$ cat src/rtl/param_lifo.sv
// param_lifo: parametrised LIFO stack.
//   A pop returns the top word through a registered pop_data_o, qualified by
//   a one-cycle pop_valid_o. A push and a pop in the same cycle either bypass
//   (when the stack is empty) or replace the top entry.
//   Overflow and underflow are sticky until err_clr_i is asserted.
//   If an error happens in the same cycle as err_clr_i, the error flag stays set.
//
// Optional build macro: STACK_PEEK_EN
//   When defined, the block adds the ports top_data_o and top_valid_o,
//   which show the current top of stack without changing it.
//
// Ports:
//   clk, rstn        clock (rising edge), asynchronous active-low reset
//   push_i           push request
//   push_data_i      word to push
//   pop_i            pop request
//   err_clr_i        synchronous clear of overflow_o / underflow_o
//   pop_data_o       popped word (registered; holds while pop_valid_o is low)
//   pop_valid_o      one-cycle strobe: pop_data_o updated
//   count_o          occupancy, 0..DEPTH
//   full_o, empty_o, almost_full_o, almost_empty_o   status from count_o
//   overflow_o       sticky: a push was dropped
//   underflow_o      sticky: a pop arrived while empty
//   top_data_o       (STACK_PEEK_EN) current top word, 0 when empty
//   top_valid_o      (STACK_PEEK_EN) stack is not empty
module param_lifo #(
  parameter int DEPTH         = 16,
  parameter int WIDTH         = 8,
  parameter int AFULL_THRESH  = DEPTH - 2,
  parameter int AEMPTY_THRESH = 2
) (
  input  logic                     clk,
  input  logic                     rstn,
  input  logic                     push_i,
  input  logic [WIDTH-1:0]         push_data_i,
  input  logic                     pop_i,
  input  logic                     err_clr_i,
  output logic [WIDTH-1:0]         pop_data_o,
  output logic                     pop_valid_o,
  output logic [$clog2(DEPTH):0]   count_o,
  output logic                     full_o,
  output logic                     empty_o,
  output logic                     almost_full_o,
  output logic                     almost_empty_o,
  output logic                     overflow_o,
  output logic                     underflow_o
`ifdef STACK_PEEK_EN
  ,
  output logic [WIDTH-1:0]         top_data_o,
  output logic                     top_valid_o
`endif
);

  localparam int AW = (DEPTH > 1) ? $clog2(DEPTH) : 1;
  localparam int CW = $clog2(DEPTH) + 1;

  localparam logic [CW-1:0] DEPTH_C  = CW'(DEPTH);
  localparam logic [CW-1:0] AFULL_C  = CW'(AFULL_THRESH);
  localparam logic [CW-1:0] AEMPTY_C = CW'(AEMPTY_THRESH);

  // Storage is rounded up to a power of two so that the truncated address
  // always indexes a real entry. Entries at or above DEPTH are never used.
  logic [WIDTH-1:0] mem_q [2**AW];

  logic [CW-1:0]    count_q, count_d;
  logic [WIDTH-1:0] pop_data_q, pop_data_d;
  logic             pop_valid_q, pop_valid_d;
  logic             ovf_q, ovf_d;
  logic             unf_q, unf_d;

  logic             full, empty;
  logic [AW-1:0]    top_addr, push_addr, mem_waddr;
  logic             mem_we;

  assign full      = (count_q == DEPTH_C);
  assign empty     = (count_q == '0);
  assign top_addr  = AW'(count_q - CW'(1));
  assign push_addr = AW'(count_q);

  always_comb begin
    count_d     = count_q;
    pop_data_d  = pop_data_q;
    pop_valid_d = 1'b0;
    // The clear is applied first, so an error in the same cycle sets the flag again.
    ovf_d       = err_clr_i ? 1'b0 : ovf_q;
    unf_d       = err_clr_i ? 1'b0 : unf_q;
    mem_we      = 1'b0;
    mem_waddr   = push_addr;

    unique case ({push_i, pop_i})
      2'b10: begin
        if (full) begin
          ovf_d = 1'b1;
        end else begin
          mem_we  = 1'b1;
          count_d = count_q + CW'(1);
        end
      end
      2'b01: begin
        if (empty) begin
          unf_d = 1'b1;
        end else begin
          pop_data_d  = mem_q[top_addr];
          pop_valid_d = 1'b1;
          count_d     = count_q - CW'(1);
        end
      end
      2'b11: begin
        pop_valid_d = 1'b1;
        if (empty) begin
          // The pushed word goes directly to the output and is never stored.
          pop_data_d = push_data_i;
        end else begin
          // Return the old top word and store the pushed word in its place.
          pop_data_d = mem_q[top_addr];
          mem_we     = 1'b1;
          mem_waddr  = top_addr;
        end
      end
      default: ;
    endcase
  end

  always_ff @(posedge clk or negedge rstn) begin
    if (!rstn) begin
      count_q     <= '0;
      pop_data_q  <= '0;
      pop_valid_q <= 1'b0;
      ovf_q       <= 1'b0;
      unf_q       <= 1'b0;
    end else begin
      count_q     <= count_d;
      pop_data_q  <= pop_data_d;
      pop_valid_q <= pop_valid_d;
      ovf_q       <= ovf_d;
      unf_q       <= unf_d;
    end
  end

  // The memory has no reset. Its contents are only read below count_q.
  always_ff @(posedge clk) begin
    if (mem_we) mem_q[mem_waddr] <= push_data_i;
  end

  assign pop_data_o     = pop_data_q;
  assign pop_valid_o    = pop_valid_q;
  assign count_o        = count_q;
  assign full_o         = full;
  assign empty_o        = empty;
  assign almost_full_o  = (count_q >= AFULL_C);
  assign almost_empty_o = (count_q <= AEMPTY_C);
  assign overflow_o     = ovf_q;
  assign underflow_o    = unf_q;

`ifdef STACK_PEEK_EN
  assign top_data_o  = empty ? '0 : mem_q[top_addr];
  assign top_valid_o = !empty;
`endif

endmodule
$ cat config.mk
export PLATFORM = sky130hd
export DESIGN_NAME = param_lifo
export DESIGN_NICKNAME = d
export VERILOG_FILES = /design/src/rtl/param_lifo.sv
export SDC_FILE = /design/constraint.sdc
export NUM_CORES = 1
export LEC_CHECK = 0
export CORE_MARGIN = 2
export CORE_UTILIZATION = 32
export CTS_CLUSTER_SIZE = 10
export DETAILED_ROUTE_END_ITERATION = 12
export GPL_TIMING_DRIVEN = 0
export HOLD_SLACK_MARGIN = 0.15
export PLACE_DENSITY = 0.46
export SETUP_SLACK_MARGIN = 0.3
export SKIP_CTS_REPAIR_TIMING = 1
export SLEW_MARGIN = 20
export SYNTH_ARGS = -nofsm -noshare
export SYNTH_HDL_FRONTEND = slang
export SYNTH_SLANG_ARGS = --single-unit
export TNS_END_PERCENT = 10
$ cat constraint.sdc
create_clock -name clk -period 3.3 [get_ports clk]
set_input_delay 0.825 -clock clk [delete_from_list [all_inputs] [get_ports clk]]
set_output_delay 0.825 -clock clk [all_outputs]
set_load 0.005 [all_outputs]
**Gate-type map**

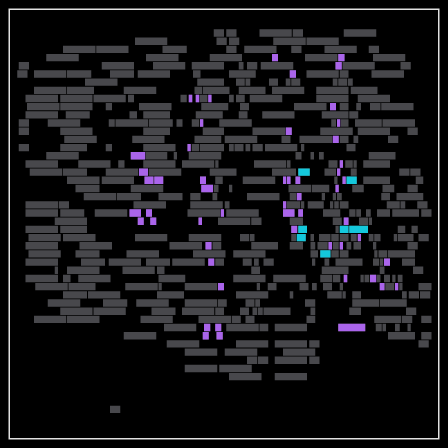
| family | colour | cells |
|---|---|---|
| non-inverting ao/oa cells | cyan | 7 |
| nor cells | purple | 54 |
final non-filler cell total: 688
multi-input combinational area share: 0.240

**Zoomed window**

Scale bar: 5 µm. Window x 61 to 81, y 90 to 110 µm. Cells in grey, sequential cells in the stronger grey; small squares are vias.
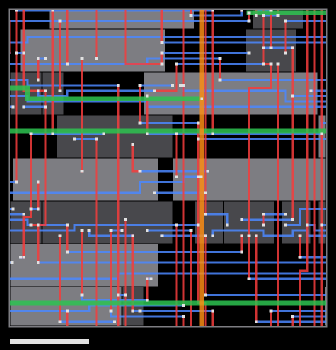
| layer | colour |
|---|---|
| M2 | red |
| M3 | green |
| M1 | blue |
| M4 | orange |
sequential cells in the window: 6
most frequent: edfxtp_1 (4)
netlist names of flops here include: mem_q (4), pop_data_o (2)
cells with their middle in the window: 16

**Ports around the boundary**

Scale bar: 50 µm. Pins as bars across the die edge, other pins in grey.
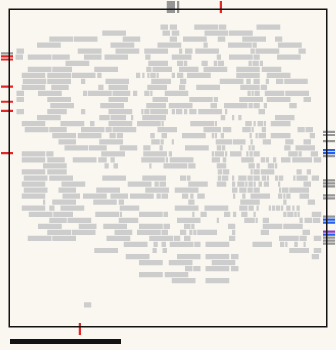
| port | colour | pins | direction | edge |
|---|---|---|---|---|
| push_data_i | red | 8 | input | 6 west, 1 north, 1 south |
| count_o | blue | 5 | output | east |
| rstn | purple | 1 | input | east |
all pins by edge: 19 east, 7 west, 6 north, 1 south

==> reports/writeup.txt <==
The number of global-route vias before repair came out at 3620. The total tool warning count is 29, and the final number of max-transition violations is 0. The logs give 0.326 for the floorplan core density and 3.16 ns for the data arrival time of the critical path. The tools report the total clock buffers created by CTS as 17. STA classifies the critical path startpoint as a flip-flop. The tools report the worst reg2reg path endpoint as mem_q[11][5]$_DFFE_PP_. With the I/O pin count at 33, the pin count of the biggest net entering global routing is 19.

Per the final timing report, the hold violations number 0. For this design, Yosys synthesis ends with a cell count of 385. The HPWL after detailed placement is 10.3 mm. The die is 142 µm wide. The startpoint identified for the worst register-to-register timing path is count_o[0]$_DFFE_PN0P_.

After synthesis, the chip area reported by Yosys is 6120 µm². The final layout contains routed wiring with a total length of 15.5 mm. The flow measured a signed area growth from synthesis to layout of 22.7%.

The initialized floorplan defines 50 standard-cell rows. TritonCTS built the clock tree. Worst hold path startpoint: pop_data_o[2]$_DFFE_PN0P_. Largest fanout on the critical path: 10. Checking hold timing, the worst path is listed with class reg2reg. The core occupancy in the finished layout came out at 0.400. The cell area power density came out at 984 nW/µm².

For reference, the post-synthesis area per instance comes to 15.9 µm². Synthesized cell area: 6120 µm². Maximum buffer depth of the clock tree: 2.

The global-route usage over all layers was 0.159. The run gives 0.111 for the share of flip-flops with an asynchronous set or reset after synthesis. The final antenna diode tally reported by the flow is 0. The fraction of final layout cells with drive strength greater than 1 is 0.218.

The post-synth count of flops with an enable pin is 128. The post-route minimum period came out at 3.09 ns. By count the netlist is led by edfxtp_1 (128), nor2_1 (27), nor2b_1 (20). Setup repair after global routing could not meet its margin everywhere. The maximum clock frequency was 0.323 GHz; the routed wire length per instance was 22.5 µm. In this run the cell area measured after placement is 6720 µm². The tools report the tally of nets with antenna violations remaining after routing as 0. The critical path is of the reg2reg type. Looking at the cell usage after synthesis, the top flip-flop cell is edfxtp_1. The tools report the iteration-0 DRC count of the detailed router as 258.

In this run the register-to-register setup slack is 0.21 ns. The logs give 0.00538 ns for the final clock skew and 385 for the cell count after synthesis. The logs give 4 for the length of the first detailed-routing pass in iterations and 4 for the number of H-tree levels. The worst-case IR drop observed on VDD is 0.482 mV.

Ranked by total cell area, the synthesized netlist is headed by edfxtp_1 (63%), mux4_2 (6.6%), dfrtp_1 (6.5%), mux2i_1 (2.5%), a2111oi_0 (2.1%). The critical path goes through buf_6 > buf_6 > inv_6 > ha_2 > buf_6 > or4b_4 > inv_4 > buf_4 > nor3_1 > o22a_1 > nor2b_1 > nor2b_2. The final sum of negative setup slack is 0 ns. With the number of cells on the worst reg-to-reg path at 12, the number of clock sinks is 144. The run finished with clean final reports. The flip-flop and latch count after synthesis was 144. The endpoint of the worst hold path is reported as pop_data_o[2]$_DFFE_PN0P_. The tools report the critical path endpoint category as a flip-flop.

The total power was 0.00739 W. The warning tally printed by Yosys for this design is 0.
[worst max path at each step]
stage | endpoint | cells after the start | start | slack [ns]
2_1_floorplan | mem_q[8][0]$_DFFE_PP_ | 10 | count_o[0]$_DFFE_PN0P_ | 0.36
3_3_place_gp | mem_q[4][0]$_DFFE_PP_ | 8 | count_o[0]$_DFFE_PN0P_ | -0.60
3_5_place_dp | mem_q[4][0]$_DFFE_PP_ | 8 | count_o[0]$_DFFE_PN0P_ | -0.69
4_1_cts | mem_q[4][0]$_DFFE_PP_ | 8 | count_o[0]$_DFFE_PN0P_ | -0.71
5_1_grt | mem_q[9][5]$_DFFE_PP_ | 11 | count_o[1]$_DFFE_PN0P_ | 0.06
6_report | mem_q[11][5]$_DFFE_PP_ | 12 | count_o[0]$_DFFE_PN0P_ | 0.21
[state kept, by name (all words and copies together) (netlist names)]
signal	cells
underflow_o	1
overflow_o	1
mem_q	128
count_o	5
pop_data_o	8
pop_valid_o	1
[per-layer routing]
metal	vias to the layer above	wire length, µm	track usage
li1	1657	-	-
met1	1869	7170	0.215
met2	96	7300	0.250
met3	17	800	0.0427
met4	0	237	0.0532
met5	-	0	0
[metrics by stage]
stage | std cells | worst slack (ns)
global placement | 650 | -0.603
finish | 688 | 0.208
CTS | 682 | -0.712
detailed placement | 650 | -0.691
floorplan | 385 | 0.364
global route | 688 | 0.0576
[area by class of cell]
| cell class | count | area (µm²) |
|---|---|---|
| clock buffers | 18 | 429 |
| well taps | 234 | 293 |
| flip-flops and latches | 144 | 4240 |
| multi-input cells | 205 | 1800 |
| clock inverters | 14 | 161 |
| repair buffers | 37 | 385 |
| plain buffers | 28 | 158 |
| fillers | 1749 | 11300 |
| inverters | 8 | 37.5 |
[cell families (layout without fill, tap and decap cells)]
kind of cell	count (synthesis)	after routing	synth area share
DFF	144	144	0.693
AOI/OAI and AO/OA	85	85	0.106
and+or+nand+nor	77	77	0.0654
buffers and inverters	36	105	0.0270
muxes	33	33	0.0908
xor gates and xnor gates	7	7	0.0112
adders and majority gates	3	3	0.00613
[power breakdown]
part	leakage (nW)	total (W)	internal, W	switching [W]
clock	0.282	0.00194	0.00118	0.000758
sequential	1.35	0.00237	0.00227	0.000103
combinational	0.825	0.00307	0.00121	0.00186
[worst max-delay path: cells and delay by family (launching register included)]
kind	cells	cell delay, ns
AND-OR/OR-AND	1	0.19
adder cells (fa/ha/maj)	1	0.18
buffers and inverters	6	0.67
flip-flops	1	0.37
AND/OR/NAND/NOR	4	1.30
[cells in the final DEF, fill, tap and decap left out, types with 3 or more instances in the layout]
master,n
buf_2,8
a21oi_1,16
a311oi_1,8
clkdlybuf4s50_1,29
xnor2_1,6
nor3_1,5
edfxtp_1,128
nor2_2,4
nor2_4,3
clkinv_2,3
bufinv_16,3
o31ai_1,7
nor2_1,20
o21ai_0,6
o22ai_1,9
dfrtp_1,16
clkbuf_1,13
mux4_2,18
o211ai_1,3
nand2_1,10
clkbuf_16,17
nor2b_2,3
buf_4,5
buf_6,5
mux2i_1,15
nand2b_1,3
a2111oi_0,14
a31oi_2,3
inv_6,4
a32oi_1,7
nor2b_1,16
clkinvlp_4,3
inv_1,4
Power is estimated from default activity; no workload was simulated.
